Fig. 1: run 1, clock nets
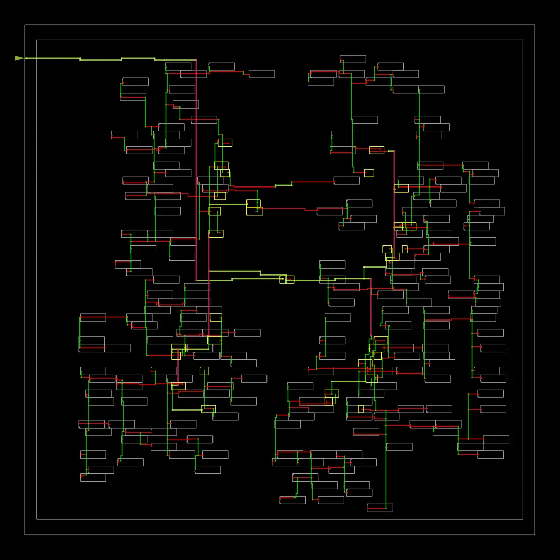
Fig. 2: run 1, met2 routing
Scale: 2 px per um.
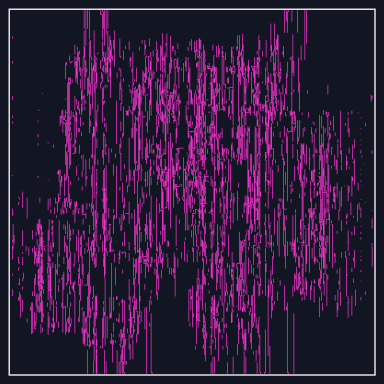
Fig. 3: run 1, register map, names as in the netlist
Scale: 2 px per um. Other sequential cells in the stronger gray, the rest of the logic in the fainter gray.
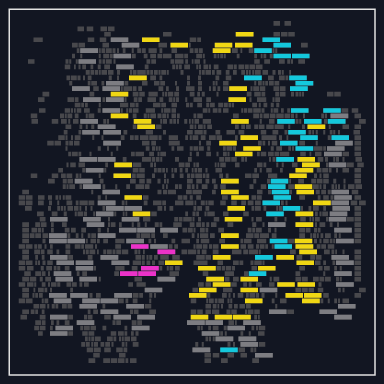
File: src/rtl/mul_seq.sv
// Sequential radix-2 shift-add multiplier for MUL/MULH/MULHSU/MULHU.
// Signed operands are converted to magnitudes at start. The unsigned product
// is built over XLEN cycles, and the sign is applied when the result is registered.
module mul_seq #(
    parameter int XLEN = 32
) (
    input  logic            clk,
    input  logic            rst_n,
    input  logic            start,
    input  logic [1:0]      op,
    input  logic [XLEN-1:0] in1,
    input  logic [XLEN-1:0] in2,
    output logic [XLEN-1:0] high,
    output logic [XLEN-1:0] low,
    output logic            busy,
    output logic            done
);

    // state  | meaning
    // S_IDLE | waiting for start
    // S_CALC | one shift-add step per edge, XLEN steps in total
    // S_DONE | result valid, done pulse; start here chains a new op
    typedef enum logic [1:0] {
        S_IDLE = 2'd0,
        S_CALC = 2'd1,
        S_DONE = 2'd2
    } state_t;

    localparam int CW = $clog2(XLEN);

    state_t              state;
    logic [CW-1:0]       cnt;
    logic [2*XLEN-1:0]   acc;
    logic [XLEN-1:0]     mcand;
    logic [XLEN-1:0]     mplier;
    logic                res_neg;

    logic                in1_neg;
    logic                in2_neg;
    logic [XLEN-1:0]     in1_mag;
    logic [XLEN-1:0]     in2_mag;
    logic [XLEN:0]       add_sum;
    logic [2*XLEN-1:0]   acc_next;
    logic [2*XLEN-1:0]   result;
    logic                cnt_last;

    // Operand sign handling and the single shift-add step.
    always_comb begin
        in1_neg  = (op != 2'b11) & in1[XLEN-1];
        in2_neg  = ~op[1] & in2[XLEN-1];
        in1_mag  = in1_neg ? -in1 : in1;
        in2_mag  = in2_neg ? -in2 : in2;
        add_sum  = {1'b0, acc[2*XLEN-1:XLEN]} + {1'b0, (mplier[0] ? mcand : {XLEN{1'b0}})};
        acc_next = {add_sum, acc[XLEN-1:1]};
        result   = res_neg ? -acc_next : acc_next;
        cnt_last = (cnt == CW'(XLEN - 1));
    end

    // Control FSM, datapath registers and registered outputs.
    always_ff @(posedge clk or negedge rst_n) begin
        if (!rst_n) begin
            state   <= S_IDLE;
            busy    <= 1'b0;
            done    <= 1'b0;
            high    <= '0;
            low     <= '0;
            cnt     <= '0;
            acc     <= '0;
            mcand   <= '0;
            mplier  <= '0;
            res_neg <= 1'b0;
        end else begin
            case (state)
                S_IDLE, S_DONE: begin
                    done <= 1'b0;
                    if (start) begin
                        mcand   <= in1_mag;
                        mplier  <= in2_mag;
                        res_neg <= in1_neg ^ in2_neg;
                        acc     <= '0;
                        cnt     <= '0;
                        busy    <= 1'b1;
                        state   <= S_CALC;
                    end else begin
                        state   <= S_IDLE;
                    end
                end
                S_CALC: begin
                    acc    <= acc_next;
                    mplier <= mplier >> 1;
                    cnt    <= cnt + CW'(1);
                    if (cnt_last) begin
                        high  <= result[2*XLEN-1:XLEN];
                        low   <= result[XLEN-1:0];
                        busy  <= 1'b0;
                        done  <= 1'b1;
                        state <= S_DONE;
                    end
                end
                default: begin
                    busy  <= 1'b0;
                    done  <= 1'b0;
                    state <= S_IDLE;
                end
            endcase
        end
    end

endmodule

File: config.mk
export PLATFORM = sky130hd
export DESIGN_NAME = mul_seq
export DESIGN_NICKNAME = d
export VERILOG_FILES = /design/src/rtl/mul_seq.sv
export SDC_FILE = /design/constraint.sdc
export NUM_CORES = 1
export LEC_CHECK = 0
export CORE_MARGIN = 4
export CORE_UTILIZATION = 40
export CTS_BUF_LIST = sky130_fd_sc_hd__clkbuf_2 sky130_fd_sc_hd__clkbuf_4 sky130_fd_sc_hd__clkbuf_8
export CTS_CLUSTER_DIAMETER = 120
export DETAILED_ROUTE_END_ITERATION = 6
export PLACE_DENSITY = 0.71
export SYNTH_ARGS = -nofsm -noshare
export SYNTH_HDL_FRONTEND = slang
export SYNTH_SLANG_ARGS = --single-unit
File: constraint.sdc
create_clock -name clk -period 7.33 [get_ports clk]
set_input_delay 1.466 -clock clk [delete_from_list [all_inputs] [get_ports clk]]
set_output_delay 1.466 -clock clk [all_outputs]
set_load 0.05 [all_outputs]
==> results.py, run 1 <==
# Physical implementation metrics
metrics = {
    "run_status": {
        "status": "completed",
    },
    "critical_path": {
        "crit_chain": "and2_1 -> ha_1 -> fa_1 -> nor4_1 -> nand2b_4 -> or3_4 -> or3_4 -> or4b_1 -> or3_4 -> o31ai_4 -> xor2_1 -> o21ai_1",
        "crit_start": "mplier[0]$_DFFE_PN0P_",
        "crit_arrival_ns": 5.02,
        "cp-endpoint": "high[17]$_DFFE_PN0P_",
        "critPathKind": "register to register",
        "cp.depth": 12,
        "crit_buf_inv": 0,
        "cp.required_ns": 7.67,
        "slowest_delay_ns": 0.83,
        "reg2reg_depth": 12,
        "r2r-end": "high[17]$_DFFE_PN0P_",
        "path_common_cell": "or3_4",
        "end_kind": "register",
        "r2r_slack_ns": 2.64,
        "critPathLaunchType": "register",
        "r2r_start": "mplier[0]$_DFFE_PN0P_",
        "crit_fanout": 33,
    },
    "final_timing": {
        "whs_ns": 0.477,
        "relSlewSlack_pct": 33.9,
        "min_period_ns": 4.69,
        "final_hold_viol_count": 0,
        "worst_slack_ns": 2.64,
        "worst_pin_slew_ns": 0.991,
        "setup_violations": 0,
        "fmax_ghz": 0.213,
        "fin_setup_tns_ns": 0,
    },
    "route": {
        "viasPerCell": 5.60,
        "first_pass_iters": 5,
        "via_count": 10400,
    },
    "global_routing": {
        "grt_pass1_wl_um": 50900,
        "grt_max_degree": 91,
        "antenna_found_initial": 0,
    },
    "cts": {
        "clk_pin_slew_ns": 0.10,
        "post_cts_buffers": 0,
        "cts_buffers": 17,
        "ctsHoldBuffers": 0,
        "clockBufferDepth": 2,
        "post_cts_resize_count": 0,
        "worstSkewPairLatency_ns": 0.47,
        "root_buffer": "clkbuf_8",
    },
    "yosys": {
        "synth_flops": 200,
        "xor_share_pct": 9.75,
        "yosys_area_sq_mm": 0.0121,
        "yosys_cells": 1364,
        "synth_top_flop_cell": "dfrtp_1",
        "yosys.stat.seqShare_pct": 41.3,
        "synthTopLogicFamily": "AND-OR/OR-AND gates",
        "synth_largest_type_area_fraction_pct": 41.3,
        "yosysWarnings": 0,
        "syn-num-nets": 1471,
        "synth_cells": 1364,
        "syn_avg_cell_area_sq_um": 8.89,
        "edf_count": 0,
        "syn_area_sq_mm": 0.0121,
        "mux_area_share_pct": 0.505,
        "ys_sh_adder_pct": 3.98,
        "synth.distinct_cells": 68,
        "synthSimpleGateAreaFrac_pct": 18.2,
        "post-synth-top-area-cell": "dfrtp_1",
    },
    "power": {
        "vdd_drop_max_v": 0.000162,
        "design_power_total_mw": 6.55,
        "p_leak_nw": 6.12,
        "power_density_mw_per_mm2": 463,
        "p_clk_share_pct": 10.5,
        "internal_power_mw": 3.32,
        "seqPwrFrac_pct": 30.2,
        "power_frac_comb_pct": 59.3,
        "switching_share_pct": 49.3,
    },
    "placement": {
        "place_inst": 1818,
        "place_area_sq_mm": 0.0138,
        "gp_congestion": 0.941,
        "portBuffers": 134,
        "dp_slack_ns": 2.64,
    },
    "job": {
        "warnings": 26,
        "cap_violations": 0,
    },
    "floorplan": {
        "nWellTaps": 390,
        "design.core.area_sq_mm": 0.0298,
        "dieArea_sq_mm": 0.0332,
        "die_h_um": 182,
        "io_pins": 135,
    },
    "finish": {
        "flops": 200,
        "nNonClkInverters": 20,
        "nonClkBufAreaFrac_pct": 10.1,
        "antennaDiodeCount": 0,
        "top_area_cell_class": "multi-input combinational cells",
        "buffers": 145,
        "combGateArea_sq_mm": 0.00677,
        "postLayoutCoreUtil_pct": 47.4,
        "layout.cells.non_filler": 1850,
        "syn_to_final_growth_pct": 16.5,
        "largest_reg_flops": 63,
        "area_share_clock_buf_inv_pct": 2.63,
        "mostFrequentLayoutCells": "dfrtp_1, o21ai_0, nand2_1",
        "drive_gt1_share_pct": 4.32,
    },
    "worst_hold_path": {
        "min_path_type": "register to register",
    },
}
Notes on Fig. 1 above:
Num Clock Sinks: 200
clock skew: 0.0249 ns
clkbuf count: 18

Notes on Fig. 2 above:
main direction: vertical
share of all routed wire: 44%

Notes on Fig. 3 above:
[yellow] acc | sequential cells: 63
[magenta] cnt | sequential cells: 5
[cyan] high | sequential cells: 32
not colored: 100

run 1: power groups by stage:
stage               Sequential [mW]  Clock, mW  Combinational [mW]
floorplan                      2.37          0                2.36
global placement               1.99          0                3.81
detailed placement             2.00          0                3.87
CTS                            1.98      0.713                3.88
global route                   2.05      0.762                4.28
finish                         1.98      0.687                3.88
run 1: worst min-delay path by stage:
stage / startpoint / end / slack, ns
finish: mcand[31]$_DFFE_PN0P_ / mcand[31]$_DFFE_PN0P_ / 0.48
global route: mcand[3]$_DFFE_PN0P_ / mcand[3]$_DFFE_PN0P_ / 0.50
CTS: mcand[31]$_DFFE_PN0P_ / mcand[31]$_DFFE_PN0P_ / 0.48
detailed placement: mcand[31]$_DFFE_PN0P_ / mcand[31]$_DFFE_PN0P_ / 0.46
global placement: mcand[29]$_DFFE_PN0P_ / mcand[29]$_DFFE_PN0P_ / 0.45
floorplan: mcand[6]$_DFFE_PN0P_ / mcand[6]$_DFFE_PN0P_ / 0.43
run 1: cells in the mapped netlist (5+ instances only):
library cell / number
dfrtp_1: 200
or3_1: 19
nor3_1: 25
a31oi_1: 7
o41ai_1: 11
o21ai_0: 186
or4_1: 14
a221oi_1: 5
a211oi_1: 9
and3_1: 10
nor2b_1: 5
ha_1: 37
a21o_1: 16
nand2b_1: 9
o21ai_1: 7
a22o_1: 56
o31ai_1: 24
inv_1: 20
o211ai_1: 5
xnor2_1: 53
clkbuf_1: 77
nand2_1: 176
nor4_1: 22
nand3_1: 16
a21oi_1: 55
nor2_1: 69
xor2_1: 82
nand4_1: 14
a22oi_1: 31
and2_1: 40
mux2i_1: 5
run 1: routing by layer:
metal	share of wire, %	GRT usage [%]	vias to the layer above
met5	0	0	-
met2	44	27.9	280
met4	1.6	5.10	0
met1	50	27.5	4939
li1	-	-	5113
met3	5.1	3.15	31
Fig. 4: run 1, local utilization
Scale: 2 px per um. 18 x 18 tiles, from black (low) to pale yellow (high), 0 to 100% covered.
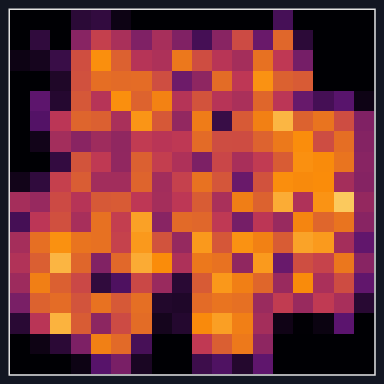

==> inputs of run 2 (changes only) <==
clock period = 4.77 ns   (was 7.33 ns; I/O delays follow)
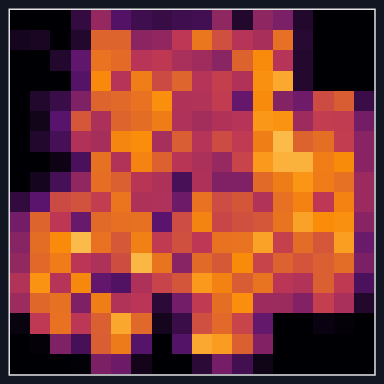
Fig. 5. Local utilization (run 2).
Scale: 2 px per um. 18 x 18 tiles, from black (low) to pale yellow (high), 0 to 100% covered.
mean over tiles: 42%
densest ninth of the die: right middle
tiles over 75% full: 7.4%
fullest tile: 85%
nearly empty tiles: 15%

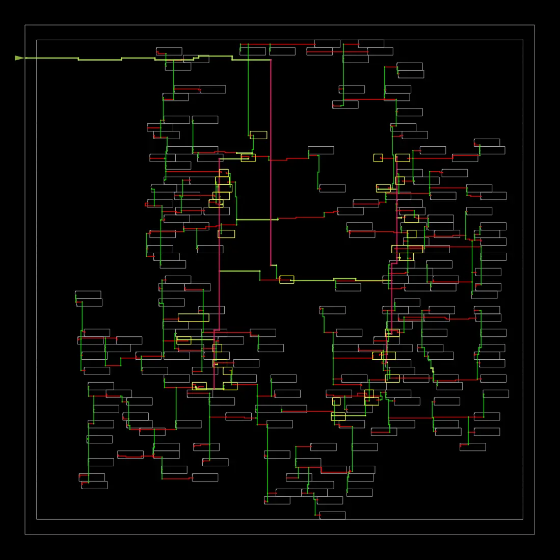
Fig. 6. Clock nets (run 2).
clk ins delay skew pair: 0.47 ns
flop count: 200
CTS buffer count: 17

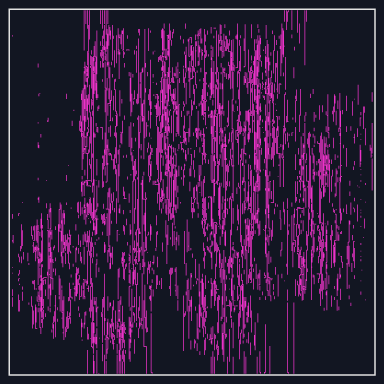
Fig. 7. Met2 routing (run 2).
Scale: 2 px per um.
wire length on this layer: 13600 um
nets with wire on the layer: 1257
main direction: vertical

==> run 2 against run 1 <==
Via count fell by 0.15%. Synthesized cell count did not move. Total power rose by 56%. Hold slack got worse by 0.020 ns. Non-clock buffer count rose by 8. Critical path type unchanged. Highest routed layer unchanged.
==> results.py, run 2 <==
# Physical implementation metrics
metrics = {
    "route": {
        "detail-route-antenna-nets": 0,
        "maxUsedRoutingLayer": "met4",
        "wl_met3_um": 1630,
        "via_count": 10300,
        "first_pass_iters": 5,
        "viasPerCell": 5.57,
        "m1WireLength_um": 15500,
        "drtIter0Drc": 803,
        "wl_met2_um": 13600,
    },
    "power": {
        "design_power_total_mw": 10.3,
        "p_leak_nw": 6.19,
        "power_density_mw_per_mm2": 718,
        "vdd_drop_max_v": 0.000301,
    },
    "cts": {
        "clockBufferDepth": 2,
        "post_cts_resize_count": 0,
        "clk_pin_slew_ns": 0.11,
        "root_buffer": "clkbuf_8",
        "h-tree-depth": 4,
        "post_cts_buffers": 0,
        "clock-sinks": 200,
        "cts_tree": "done",
        "ctsHoldBuffers": 0,
    },
    "critical_path": {
        "cp.required_ns": 5.11,
        "end_kind": "register",
        "slowest_delay_ns": 0.65,
        "r2r_slack_ns": 0.37,
        "path_common_cell": "or3_4",
        "crit_chain": "and2_1 -> ha_1 -> fa_1 -> xor2_1 -> nor4_1 -> nand2b_4 -> or3_4 -> or3_4 -> or4b_1 -> or3_4 -> o31ai_4 -> xor2_1 -> o21ai_1",
        "crit_arrival_ns": 4.73,
        "slowest_stage": "or4b_1",
        "critPathLaunchType": "register",
        "crit_start": "mplier[0]$_DFFE_PN0P_",
        "r2r_start": "mplier[0]$_DFFE_PN0P_",
        "cp.depth": 13,
        "crit_fanout": 11,
        "crit_buf_inv": 0,
        "reg2reg_depth": 13,
        "critPathKind": "register to register",
        "r2r-end": "high[17]$_DFFE_PN0P_",
        "cp-endpoint": "high[17]$_DFFE_PN0P_",
    },
    "yosys": {
        "syn-num-nets": 1471,
        "post-synth-top-area-cell": "dfrtp_1",
        "yosys_area_sq_mm": 0.0121,
        "yosys.stat.seqShare_pct": 41.3,
        "edf_count": 0,
        "synth_cells": 1364,
        "synth_top_flop_cell": "dfrtp_1",
        "synth_flops": 200,
        "synth_largest_type_area_fraction_pct": 41.3,
        "top_cell": "dfrtp_1",
        "asyncSetResetFlopFracSynth_pct": 100,
        "syn_avg_cell_area_sq_um": 8.89,
        "yosysWarnings": 0,
        "synth.distinct_cells": 68,
        "syn_area_sq_mm": 0.0121,
        "yosys_cells": 1364,
        "common_cells": "dfrtp_1, o21ai_0, nand2_1",
    },
    "global_routing": {
        "grt_pass1_wl_um": 51200,
        "grt_use_met1_pct": 27.4,
        "grt_pass1_vias": 9758,
        "use_met3_pct": 3.21,
        "busiest_layer": "met2",
        "antenna_found_initial": 0,
        "grtUsageMet2_pct": 28.5,
        "grt_max_degree": 101,
        "track_usage_pct": 18.6,
    },
    "finish": {
        "syn_to_final_growth_pct": 17.7,
        "layout.cells.non_filler": 1858,
        "antennaDiodeCount": 0,
        "finalNetCount": 1562,
        "mostFrequentLayoutCells": "dfrtp_1, o21ai_0, nand2_1",
        "top_register": "acc",
        "drive_gt1_share_pct": 4.84,
        "largest_reg_flops": 63,
        "postLayoutCoreUtil_pct": 47.9,
        "lay_top_count": "dfrtp_1",
    },
    "floorplan": {
        "die_h_um": 182,
        "rows": 63,
        "fp.dieW_um": 182,
        "fp_util_pct": 40.7,
        "design.core.area_sq_mm": 0.0298,
        "dieArea_sq_mm": 0.0332,
        "io_pins": 135,
    },
    "job": {
        "warnings": 28,
        "cap_violations": 0,
    },
    "worst_hold_path": {
        "min_path_type": "input port to async pin",
    },
    "final_timing": {
        "fin_skew_ns": 0.0149,
        "whs_ns": 0.457,
        "finalCritPeriodShare_pct": 92.2,
        "worst_pin_slew_ns": 1.03,
        "relSlewSlack_pct": 31.5,
        "maxSlewViolCount": 0,
        "fin_setup_tns_ns": 0,
        "fmax_ghz": 0.227,
        "setup_violations": 0,
        "min_period_ns": 4.40,
        "final_hold_viol_count": 0,
        "worst_slack_ns": 0.373,
    },
    "run_status": {
        "status": "completed",
    },
    "placement": {
        "gp_congestion": 0.883,
        "place_inst": 1826,
        "dp_slack_ns": 0.392,
        "portBuffers": 134,
        "place_area_sq_mm": 0.0138,
    },
}
==> run 2: cell count changes in the layout (fill, tap and decap cells not counted), sizes merged <==
| cell | change |
|---|---|
| buf | +8 |
| inv | -5 |
| bufinv | +2 |
| clkinv | +4 |
| clkinvlp | -1 |
==> run 2: how the worst min path moves through the flow <==
| stage | startpoint | to | slack, ns | cells past startpoint |
|---|---|---|---|---|
| after floorplan | mcand[6]$_DFFE_PN0P_ | mcand[6]$_DFFE_PN0P_ | 0.43 | 2 |
| after global placement | mcand[16]$_DFFE_PN0P_ | mcand[16]$_DFFE_PN0P_ | 0.46 | 2 |
| after detailed placement | mcand[29]$_DFFE_PN0P_ | mcand[29]$_DFFE_PN0P_ | 0.46 | 2 |
| after CTS | rst_n | acc[59]$_DFFE_PN0P_ | 0.47 | 1 |
| after global routing | rst_n | acc[59]$_DFFE_PN0P_ | 0.48 | 1 |
| final | rst_n | acc[59]$_DFFE_PN0P_ | 0.46 | 1 |
==> run 2: cells by family (layout without fill, tap and decap cells) <==
family,after synthesis,count (layout),synth area share (%)
and+or+nand+nor,444,444,18.2
AOI/OAI and AO/OA,440,440,23.2
DFF,200,200,41.3
xor gates and xnor gates,135,135,9.75
buffers and inverters,101,205,3.14
adders and majority gates,38,38,3.98
muxes,6,6,0.505
==> run 2: final cells by class <==
class / instances / area, sq um
multi-input combinational: 1063 / 6770
clock buffer: 18 / 248
clock inverter: 14 / 186
tap: 390 / 488
sequential: 200 / 5000
timing repair buffer: 153 / 1500
inverter: 20 / 75.1
fill: 2872 / 15500
==> run 2: where the power goes <==
group	internal, mW	switching, mW
Combinational	2.32	3.73
Sequential	2.44	0.590
Clock	0.504	0.674
Fig. 8: run 2, register map, names as in the netlist
Scale: 2 px per um. Other sequential cells in the stronger gray, the rest of the logic in the fainter gray.
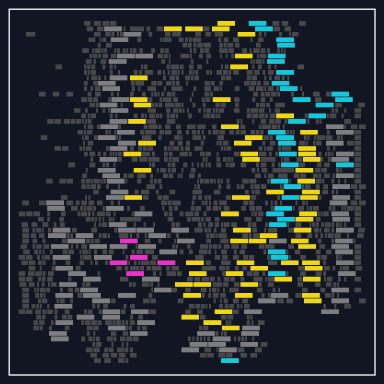

==> inputs of run 3 (changes only) <==
PLACE_DENSITY = 0.73   (was 0.71)
clock period = 3.67 ns   (was 4.77 ns; I/O delays follow)
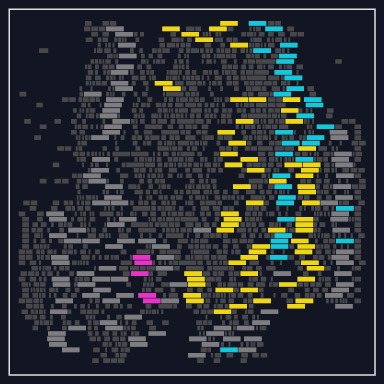
Fig. 9. Register map, names as in the netlist (run 3).
Scale: 2 px per um. Other sequential cells in the stronger gray, the rest of the logic in the fainter gray.
[magenta] cnt | sequential cells: 5
[cyan] high | sequential cells: 32
[yellow] acc | sequential cells: 63

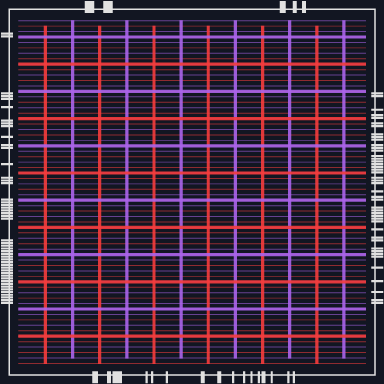
Fig. 10. Floorplan with the power grid (run 3).
Scale: 2 px per um. Pins as bars on the die edge.
[red] VSS
[purple] VDD
signal pins: 135
met1 rails: 64
met4 straps: 12
rows: 63

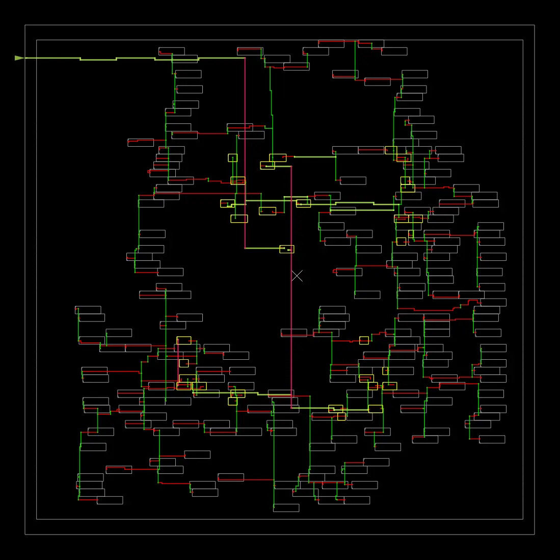
Fig. 11. Clock nets (run 3).
clock skew: 0.0194 ns
Clk power: 1.41 mW
clkbuf count: 17

==> run 3 against run 2 <==
The flow now finishes with violations (DRC, setup timing). Critical path depth did not move. Design area rose by 13%. Maximum frequency rose by 13%. Area after synthesis did not move. First-iteration DRC count rose by 11%. Combinational power rose by 69%. Critical path type unchanged. Critical endpoint is now high[29]$_DFFE_PN0P_. Largest cell class unchanged. Highest routed layer unchanged.
==> results.py, run 3 <==
# Physical implementation metrics
metrics = {
    "run_status": {
        "status": "finished, violations left",
        "violations": "DRC, setup timing",
    },
    "final_timing": {
        "fmax_ghz": 0.258,
        "worst_pin_slew_ns": 0.868,
        "worst_slack_ns": -0.204,
        "setup_violations": 11,
    },
    "yosys": {
        "synth_cells": 1364,
        "synthTopLogicFamily": "AND-OR/OR-AND gates",
        "ys_sh_adder_pct": 3.98,
        "mux_area_share_pct": 0.505,
        "synth_top_flop_cell": "dfrtp_1",
        "syn-num-nets": 1471,
        "common_cells": "dfrtp_1, o21ai_0, nand2_1",
        "yosysWarnings": 0,
        "xor_share_pct": 9.75,
        "asyncSetResetFlopFracSynth_pct": 100,
        "synth.distinct_cells": 68,
    },
    "global_routing": {
        "grt_pass1_wl_um": 55400,
        "grt_use_met1_pct": 29.3,
        "grt_max_degree": 87,
        "grtUsageMet2_pct": 31.2,
        "busiest_layer": "met2",
    },
    "cts": {
        "ctsHoldBuffers": 0,
        "root_buffer": "clkbuf_8",
        "post_cts_resize_count": 46,
        "cts_tree": "done",
        "clk_pin_slew_ns": 0.11,
        "clockBufferDepth": 2,
        "cts_buffers": 17,
    },
    "finish": {
        "syn_to_final_growth_pct": 33.0,
        "fill_cells": 2692,
        "drive_gt1_share_pct": 19.6,
        "mostFrequentLayoutCells": "dfrtp_1, buf_4, nand2_1",
        "antennaDiodeCount": 0,
        "finalNetCount": 1735,
        "largest_reg_flops": 63,
    },
    "floorplan": {
        "die_h_um": 182,
        "fp.dieW_um": 182,
        "io_pins": 135,
        "rows": 63,
        "fp_util_pct": 40.7,
    },
    "job": {
        "warnings": 29,
        "cap_violations": 0,
    },
    "power": {
        "p_leak_nw": 7.12,
        "power_density_mw_per_mm2": 968,
    },
    "critical_path": {
        "slowest_stage": "or4b_4",
        "cp-endpoint": "high[29]$_DFFE_PN0P_",
        "end_kind": "register",
        "reg2reg_depth": 13,
        "critPathKind": "register to register",
        "crit_start": "mplier[0]$_DFFE_PN0P_",
        "slowest_delay_ns": 0.57,
        "r2r-end": "high[29]$_DFFE_PN0P_",
    },
    "route": {
        "first_pass_iters": 7,
        "drc": 1,
        "viasPerCell": 5.53,
        "detail-route-antenna-nets": 0,
    },
    "placement": {
        "place_area_sq_mm": 0.0151,
        "place_inst": 1985,
    },
    "worst_hold_path": {
        "min_path_type": "input port to async pin",
    },
}
==> run 3: cell count changes in the layout (fill, tap and decap cells not counted), sizes merged <==
| cell | change |
|---|---|
| buf | +173 |
| bufinv | -2 |
| clkbuf | -1 |
| clkinv | -1 |
| inv | +4 |
==> run 3: where the power goes <==
part           leakage, nW  internal (mW)  switching, mW
Clock                0.196          0.511          0.903
Sequential            2.48           3.17          0.789
Combinational         4.45           4.65           5.60
==> run 3: final cells by class <==
type | instances | share of cell area [%]
clock inverter | 15 | 0.961
clock buffer | 17 | 1.45
tap | 390 | 3.02
multi-input combinational | 1063 | 45.4
inverter | 20 | 0.465
sequential | 200 | 31.0
timing repair buffer | 326 | 17.7
==> run 3: cells by family after synthesis <==
family | after synthesis
flops | 200
buf+inv | 101
simple gates | 444
xor+xnor | 135
fa+ha+maj | 38
mux | 6
compound gates | 440
==> run 3: how the worst min path moves through the flow <==
stage / endpoint / slack, ns / start
3_5_place_dp: mcand[6]$_DFFE_PN0P_ / 0.46 / mcand[6]$_DFFE_PN0P_
2_1_floorplan: mcand[6]$_DFFE_PN0P_ / 0.43 / mcand[6]$_DFFE_PN0P_
6_report: mcand[20]$_DFFE_PN0P_ / 0.30 / rst_n
3_3_place_gp: mcand[17]$_DFFE_PN0P_ / 0.46 / mcand[17]$_DFFE_PN0P_
5_1_grt: mplier[3]$_DFFE_PN0P_ / 0.33 / rst_n
4_1_cts: mplier[3]$_DFFE_PN0P_ / 0.31 / rst_n
==> run 3: metal layers <==
| layer | routed length [um] | vias up |
|---|---|---|
| met3 | 1880 | 31 |
| li1 | - | 5476 |
| met2 | 15200 | 307 |
| met1 | 16200 | 5424 |
| met4 | 611 | 0 |
| met5 | 0 | - |
Power figures rest on the tool's default switching activity, not on a simulated workload.
